**src/rtl/mips_ctrl_pkg.sv**
```systemverilog
// Shared encodings for the multicycle MIPS main control unit.
// States 10/11 are used only when MIPS_CTRL_ADDI_EN is defined.
package mips_ctrl_pkg;

  typedef enum logic [3:0] {
    S_FETCH     = 4'd0,
    S_DECODE    = 4'd1,
    S_MEM_ADDR  = 4'd2,
    S_MEM_READ  = 4'd3,
    S_MEM_WB    = 4'd4,
    S_MEM_WRITE = 4'd5,
    S_R_EXEC    = 4'd6,
    S_R_WB      = 4'd7,
    S_BRANCH    = 4'd8,
    S_JUMP      = 4'd9,
    S_ADDI_EXEC = 4'd10,
    S_ADDI_WB   = 4'd11
  } state_t;

  localparam logic [5:0] OP_RTYPE = 6'd0;
  localparam logic [5:0] OP_J     = 6'd2;
  localparam logic [5:0] OP_BEQ   = 6'd4;
  localparam logic [5:0] OP_ADDI  = 6'd8;
  localparam logic [5:0] OP_LW    = 6'd35;
  localparam logic [5:0] OP_SW    = 6'd43;

  localparam logic [1:0] ALUOP_ADD  = 2'b00;
  localparam logic [1:0] ALUOP_SUB  = 2'b01;
  localparam logic [1:0] ALUOP_FUNC = 2'b10;

  localparam logic [1:0] PCSRC_ALU    = 2'b00;
  localparam logic [1:0] PCSRC_ALUOUT = 2'b01;
  localparam logic [1:0] PCSRC_JUMP   = 2'b10;

  localparam logic [1:0] SRCB_RT     = 2'b00;
  localparam logic [1:0] SRCB_FOUR   = 2'b01;
  localparam logic [1:0] SRCB_IMM    = 2'b10;
  localparam logic [1:0] SRCB_IMM_SH = 2'b11;

  typedef struct packed {
    logic       pc_write;
    logic       pc_write_cond;
    logic       i_or_d;
    logic       mem_read;
    logic       mem_write;
    logic       mem_to_reg;
    logic       ir_write;
    logic [1:0] pc_source;
    logic [1:0] alu_op;
    logic       alu_src_a;
    logic [1:0] alu_src_b;
    logic       reg_write;
    logic       reg_dst;
  } ctrl_t;

endpackage

```
**src/rtl/multicycle_ctrl_outdec.sv**
```systemverilog
// Moore output decoder: datapath controls from the current state, with the
// FETCH IR/PC loads qualified by mem_ready. ADDI states need MIPS_CTRL_ADDI_EN.
module multicycle_ctrl_outdec
  import mips_ctrl_pkg::*;
(
  input  state_t state,
  input  logic   mem_ready,
  output ctrl_t  ctrl
);

  always_comb begin
    ctrl = '0;
    case (state)
      S_FETCH: begin
        ctrl.mem_read  = 1'b1;
        ctrl.alu_src_b = SRCB_FOUR;
        ctrl.alu_op    = ALUOP_ADD;
        ctrl.pc_source = PCSRC_ALU;
        ctrl.ir_write  = mem_ready;
        ctrl.pc_write  = mem_ready;
      end
      S_DECODE: begin
        // Branch target precomputed while the opcode is decoded
        ctrl.alu_src_b = SRCB_IMM_SH;
        ctrl.alu_op    = ALUOP_ADD;
      end
      S_MEM_ADDR: begin
        ctrl.alu_src_a = 1'b1;
        ctrl.alu_src_b = SRCB_IMM;
        ctrl.alu_op    = ALUOP_ADD;
      end
      S_MEM_READ: begin
        ctrl.mem_read = 1'b1;
        ctrl.i_or_d   = 1'b1;
      end
      S_MEM_WB: begin
        ctrl.mem_to_reg = 1'b1;
        ctrl.reg_write  = 1'b1;
      end
      S_MEM_WRITE: begin
        ctrl.mem_write = 1'b1;
        ctrl.i_or_d    = 1'b1;
      end
      S_R_EXEC: begin
        ctrl.alu_src_a = 1'b1;
        ctrl.alu_src_b = SRCB_RT;
        ctrl.alu_op    = ALUOP_FUNC;
      end
      S_R_WB: begin
        ctrl.reg_dst   = 1'b1;
        ctrl.reg_write = 1'b1;
      end
      S_BRANCH: begin
        ctrl.alu_src_a     = 1'b1;
        ctrl.alu_src_b     = SRCB_RT;
        ctrl.alu_op        = ALUOP_SUB;
        ctrl.pc_write_cond = 1'b1;
        ctrl.pc_source     = PCSRC_ALUOUT;
      end
      S_JUMP: begin
        ctrl.pc_write  = 1'b1;
        ctrl.pc_source = PCSRC_JUMP;
      end
`ifdef MIPS_CTRL_ADDI_EN
      S_ADDI_EXEC: begin
        ctrl.alu_src_a = 1'b1;
        ctrl.alu_src_b = SRCB_IMM;
        ctrl.alu_op    = ALUOP_ADD;
      end
      S_ADDI_WB: begin
        ctrl.reg_write = 1'b1;
      end
`endif
      default: ctrl = '0;
    endcase
  end

endmodule

```
**src/rtl/multicycle_main_control.sv**
```systemverilog
// Multicycle MIPS main control FSM: state register, next-state logic and reset
// gating of the write enables. Define MIPS_CTRL_ADDI_EN to support addi.
module multicycle_main_control
  import mips_ctrl_pkg::*;
#(
  parameter int STATE_W = 4
) (
  input  logic               clock,
  input  logic               reset,
  input  logic [5:0]         opcode,
  input  logic               mem_ready,
  output logic               PCWrite,
  output logic               PCWriteCond,
  output logic               IorD,
  output logic               MemRead,
  output logic               MemWrite,
  output logic               MemtoReg,
  output logic               IRWrite,
  output logic [1:0]         PCSource,
  output logic [1:0]         ALUOp,
  output logic               ALUSrcA,
  output logic [1:0]         ALUSrcB,
  output logic               RegWrite,
  output logic               RegDst,
  output logic               illegal_op,
  output logic [STATE_W-1:0] state_out
);

  state_t state;
  state_t next_state;
  logic   illegal;
  ctrl_t  ctrl;

  always_ff @(posedge clock or posedge reset) begin
    if (reset) state <= S_FETCH;
    else       state <= next_state;
  end

  always_comb begin
    next_state = S_FETCH;
    illegal    = 1'b0;
    case (state)
      S_FETCH:  next_state = mem_ready ? S_DECODE : S_FETCH;
      S_DECODE: begin
        case (opcode)
          OP_RTYPE:     next_state = S_R_EXEC;
          OP_LW, OP_SW: next_state = S_MEM_ADDR;
          OP_BEQ:       next_state = S_BRANCH;
          OP_J:         next_state = S_JUMP;
`ifdef MIPS_CTRL_ADDI_EN
          OP_ADDI:      next_state = S_ADDI_EXEC;
`endif
          default: begin
            next_state = S_FETCH;
            illegal    = 1'b1;
          end
        endcase
      end
      S_MEM_ADDR: begin
        if (opcode == OP_LW)      next_state = S_MEM_READ;
        else if (opcode == OP_SW) next_state = S_MEM_WRITE;
        else                      next_state = S_FETCH;
      end
      S_MEM_READ:  next_state = mem_ready ? S_MEM_WB : S_MEM_READ;
      S_MEM_WB:    next_state = S_FETCH;
      S_MEM_WRITE: next_state = mem_ready ? S_FETCH : S_MEM_WRITE;
      S_R_EXEC:    next_state = S_R_WB;
      S_R_WB:      next_state = S_FETCH;
      S_BRANCH:    next_state = S_FETCH;
      S_JUMP:      next_state = S_FETCH;
`ifdef MIPS_CTRL_ADDI_EN
      S_ADDI_EXEC: next_state = S_ADDI_WB;
      S_ADDI_WB:   next_state = S_FETCH;
`endif
      default:     next_state = S_FETCH;
    endcase
  end

  multicycle_ctrl_outdec u_outdec (
    .state     (state),
    .mem_ready (mem_ready),
    .ctrl      (ctrl)
  );

  // Enables are masked by reset directly so they drop without a clock edge
  assign PCWrite     = ctrl.pc_write      & ~reset;
  assign PCWriteCond = ctrl.pc_write_cond & ~reset;
  assign MemRead     = ctrl.mem_read      & ~reset;
  assign MemWrite    = ctrl.mem_write     & ~reset;
  assign IRWrite     = ctrl.ir_write      & ~reset;
  assign RegWrite    = ctrl.reg_write     & ~reset;
  assign illegal_op  = illegal            & ~reset;

  assign IorD      = ctrl.i_or_d;
  assign MemtoReg  = ctrl.mem_to_reg;
  assign PCSource  = ctrl.pc_source;
  assign ALUOp     = ctrl.alu_op;
  assign ALUSrcA   = ctrl.alu_src_a;
  assign ALUSrcB   = ctrl.alu_src_b;
  assign RegDst    = ctrl.reg_dst;
  assign state_out = STATE_W'(state);

endmodule

```
**config.mk**
```make
export PLATFORM = sky130hd
export DESIGN_NAME = multicycle_main_control
export DESIGN_NICKNAME = d
export VERILOG_FILES = /design/src/rtl/mips_ctrl_pkg.sv /design/src/rtl/multicycle_ctrl_outdec.sv /design/src/rtl/multicycle_main_control.sv
export SDC_FILE = /design/constraint.sdc
export NUM_CORES = 1
export LEC_CHECK = 0
export ABC_AREA = 1
export CAP_MARGIN = 20
export CELL_PAD_IN_SITES_DETAIL_PLACEMENT = 1
export CELL_PAD_IN_SITES_GLOBAL_PLACEMENT = 1
export CORE_MARGIN = 10
export CORE_UTILIZATION = 23
export CTS_CLUSTER_DIAMETER = 200
export DETAILED_ROUTE_END_ITERATION = 10
export GPL_TIMING_DRIVEN = 1
export PLACE_DENSITY_LB_ADDON = 0.05
export SYNTH_ARGS = -nofsm -noshare
export SYNTH_HDL_FRONTEND = slang
export SYNTH_HIERARCHICAL = 1
export SYNTH_SLANG_ARGS = --single-unit
export TNS_END_PERCENT = 20
```
**constraint.sdc**
```tcl
create_clock -name clock -period 1.4 [get_ports clock]
set_clock_uncertainty 0.1 [all_clocks]
set_input_delay 0.35 -clock clock [delete_from_list [all_inputs] [get_ports clock]]
set_output_delay 0.35 -clock clock [all_outputs]
set_load 0.01 [all_outputs]
```
==> qor.yml, run 1 <==
status: "finished, violations left"
violations: "setup timing"
clk_share_pct: 1.72
synth.most_common_cell: "nor2_1"
intPower_w: 0.000355
die_y_microns: 68.6
comb_area_share_pct: 36.5
hold_path_class: "primary input to async pin"
worst_setup_path_start_kind: "flop"
layout_setup_ws_ns: -0.473
drv_slew: 0
viasPerCell: 4.46
cts_root_buf: "clkbuf_4"
crit_required_ns: 0.95
drive_gt1_share_pct: 60.1
routed_wl_mm: 2.99
cts-htree-levels: 1
final-setup-viol-count: 23
holdBufCountCts: 0
grt-ovfl-total: 0
grt_usage_pct: 10.4
dr_wl_met3_microns: 156
max_cap_violations: 0
num_vias: 897
clkPwrFrac_pct: 28.1
dieWidth_microns: 68.6
cts_setup_buffers: 4
fillers: 302
pin_count: 30
swShare_pct: 36.3
worstPathArrival_ns: 1.42
drt_iter0_markers: 15
yosysSeqAreaShare_pct: 18.4
synth_cell_types: 17
cts_tree: "done"
relSlewSlack_pct: 86.3
async_flop_share_pct: 100
dominant_cells: "non-clock buffers"
ys.flops: 4
holdWs_ns: 0.461
comb_cells: 75
warnings: 29
syn-cell-area_sq_um: 544
edf_count: 0
highest_layer: "met3"
maxPowerGroup: "combinational cells"
hold_violations: 0
clockBufferCount: 3
cts_buffer_depth: 2
yosysWarnings: 6
io_buffers: 29
lay_top_cells: "buf_4, buf_6, nand2_1"
layout.nets: 184
dieArea_sq_um: 4710
p_seq_w: 0.000126
grt_max_degree: 7
syn_inst: 107
rsz0062_at_grt: "true"
grt_pass1_vias: 894
largest_register_ffs: 4
critPathLaunch: "state_out[3]$_DFF_PP0_"
clock_sinks: 4
synth_stat.cells: 107
drcViolationCount: 0
area_leaders: "nor2_1, dfrtp_1, nand2_1"
ctsResizeCount: 110
total_power_w: 0.000557
inv_count: 25
r2r_end: "state_out[2]$_DFF_PP0_"
grt_use_met2_pct: 20.2
path_max_fanout: 4
lay_top_count: "buf_4"
met1_usage_pct: 10.1
syn_nets: 116
==> run 1: critical path, stage by stage, from the launching register on <==
cell     delay (ns)
dfrtp_2        0.43
buf_4          0.16
nor2_4         0.13
nand3_2        0.10
nand2_1        0.07
inv_1          0.04
nor2_1         0.11
buf_2          0.15
==> run 1: per-stage QoR <==
step | area, sq um | TNS [ns] | utilization, % | setup WS, ns
after floorplan | 568 | -0.154 | - | -0.0481
after global placement | 1040 | -10.45 | 46.7 | -0.804
after detailed placement | 1040 | -10.88 | 46.7 | -0.835
after CTS | 1120 | -5.42 | 50.1 | -0.455
after global routing | 1310 | -8.23 | 58.6 | -0.581
final | 1310 | -6.38 | 58.6 | -0.473
==> run 1: logic make-up after synthesis <==
logic type / synth area share (%)
compound gates: 2.76
flops: 18.4
simple gates: 58.2
buf+inv: 20.7
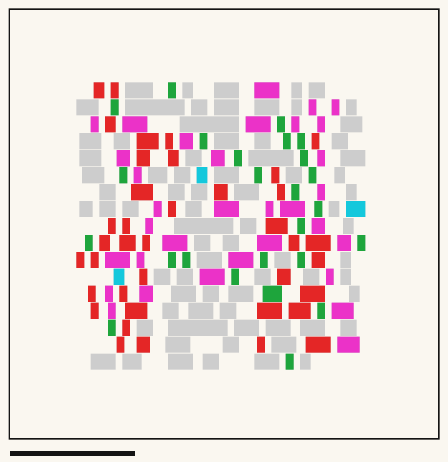
run_1/gate_families.png
Scale bar: 20 microns.
Red stands for NAND gates, cells 38. Cyan stands for inverting AOI/OAI gates, cells 3. Magenta stands for NOR gates, cells 33. Green stands for inverters, cells 25.

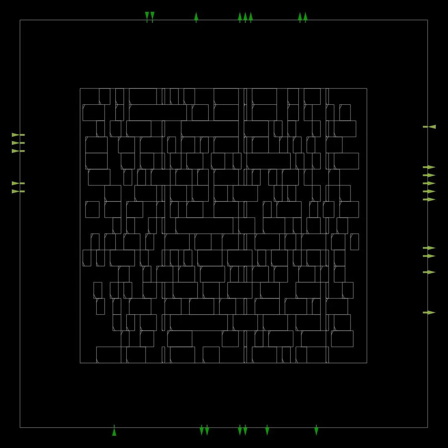
run_1/final_placement.png
Seq area share: 8.03%
Placeable Area: 2230 sq um

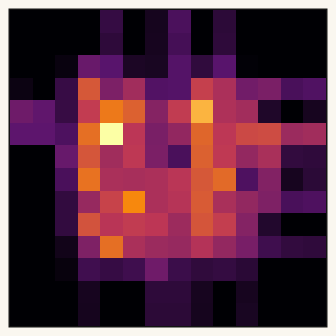
run_1/wire_density.png
The die is cut into 14 by 14 equal tiles; black is low, pale yellow is high, scaled to the fullest tile. Values are wire area over tile area, all layers added.
14% of the tiles are over half the peak. The fullest tile reaches 0.45. The mean over all tiles is 0.098. 32% of the tiles are nearly empty.

run_1/clock_map.png
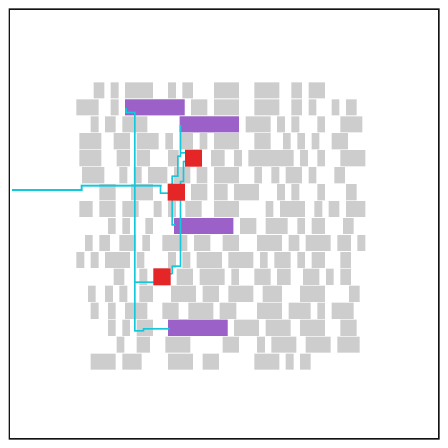

==> run 1 -> run 2 <==
TNS_END_PERCENT = 30   (was 20)
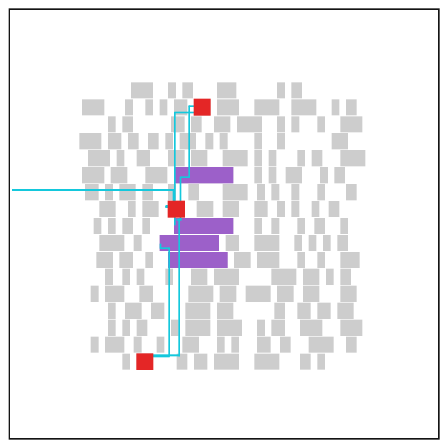
run_2/clock_map.png
Cyan stands for clock wires, length 126 microns. Purple stands for flip-flops, count 4. Red stands for cells driving clock nets, count 3.
Position of the flops: middle. There are 4 routed clock nets.

==> run 2 against run 1 <==
The flow still finishes with violations (setup timing). Critical path depth decreased by 2. Power decreased by 8.8%. Via count shrank 6.0%. Sequential cell count did not move. Final area down 13%. Die size is the same. Clock power barely moved. Cell count decreased by 3.5%. Synthesized cell count unchanged. Maximum frequency decreased by 0.54%. Combinational power fell by 19%. Largest power group unchanged.
==> qor.yml, run 2 <==
layout_setup_ws_ns: -0.483
path_max_fanout: 6
seq_share_pct: 9.22
area_leaders: "nor2_1, dfrtp_1, nand2_1"
drive_gt1_share_pct: 49.4
critical-path-max-stage-delay_ns: 0.46
layout.nets: 177
clock_sinks: 4
synthAoiAreaFrac_pct: 2.76
synthSimpleGateAreaFrac_pct: 58.2
hold_violations: 0
drv_slew: 0
cp_num_buf_inv: 3
grt_pass1_vias: 922
viasPerCell: 4.35
synth_stat.cells: 107
drt_iter0_markers: 27
topCombFamilyByArea: "simple AND/OR/NAND/NOR gates"
ys_sh_adder_pct: 0
synth.area.mux_share_pct: 0
syn-cell-area_sq_um: 544
cts_root_buf: "clkbuf_4"
routed_wl_mm: 2.50
largest_register_ffs: 4
swShare_pct: 35.0
violations: "setup timing"
io_buffers: 29
worst_setup_path_start_kind: "flop"
warnings: 29
path_cells: "nor2_2, nand2_1, inv_2, buf_4, dlygate4sd2_1"
grt_max_degree: 7
clkPwrFrac_pct: 30.9
seq_power_share_pct: 25.2
max_cap_violations: 0
syn_nets: 116
cts_tree: "done"
hold_path_class: "primary input to async pin"
lay_top_count: "buf_4"
pin_count: 30
p_seq_w: 0.000128
grt_usage_pct: 11.1
syn_inst: 107
holdWs_ns: 0.412
grt_pass1_wl_mm: 4.03
synth.most_common_cell: "nor2_1"
maxPowerGroup: "combinational cells"
die_y_microns: 68.6
critPathLaunch: "state_out[1]$_DFF_PP0_"
clockBufferCount: 3
pre_cts_ws_ns: -0.836
final-setup-viol-count: 23
tns_ns: -6.41
async_flop_share_pct: 100
path_delay_family: "flip-flops"
total_power_w: 0.000508
fillers: 313
clk_share_pct: 1.98
cts_setup_buffers: 6
relSlewSlack_pct: 87.2
edf_count: 0
cts-htree-levels: 1
yosysWarnings: 6
ys.flops: 4
comb_area_share_pct: 34.7
fin_area_sq_um: 1140
worstPathArrival_ns: 1.43
cts_buffer_depth: 2
r2r_end: "state_out[2]$_DFF_PP0_"
comb_cells: 75
inv_count: 25
lay_top_cells: "buf_4, nand2_1, nor2_1"
postLayoutCoreUtil_pct: 51.0
dieArea_sq_um: 4710
status: "finished, violations left"
placed_cell_area_sq_um: 1040
synth_cell_types: 17
num_vias: 843
holdBufCountCts: 0
dominant_cells: "non-clock buffers"
grt-ovfl-total: 0
rsz0062_at_grt: "true"
## run 2: netlist changes by cell type in the layout (fill, tap and decap cells not counted), moves of 2 or more
cell and change:
buf_6 -8, nand2_1 +3, nor2_1 +4, nand2_4 -3, buf_4 -3, nand3_2 -4
clkdlybuf4s50_1 +2, nor2_2 +2, nor2_4 -6, nand3_1 +4, clkdlybuf4s15_2 +2
## run 2: layer usage
metal / vias to the layer above / track usage [%] / share of wire [%]
met5: - / 0 / 0
met4: 0 / 5.03 / 0.84
met3: 2 / 3.70 / 7.8
met2: 19 / 21.5 / 56
met1: 386 / 10.2 / 35
li1: 436 / - / -
## run 2: cells by family after synthesis
family	count (synthesis)
buffers and inverters	28
AOI/OAI and AO/OA	3
and+or+nand+nor	72
DFF	4
No activity file was given, so power comes from the tool's default toggle rates.
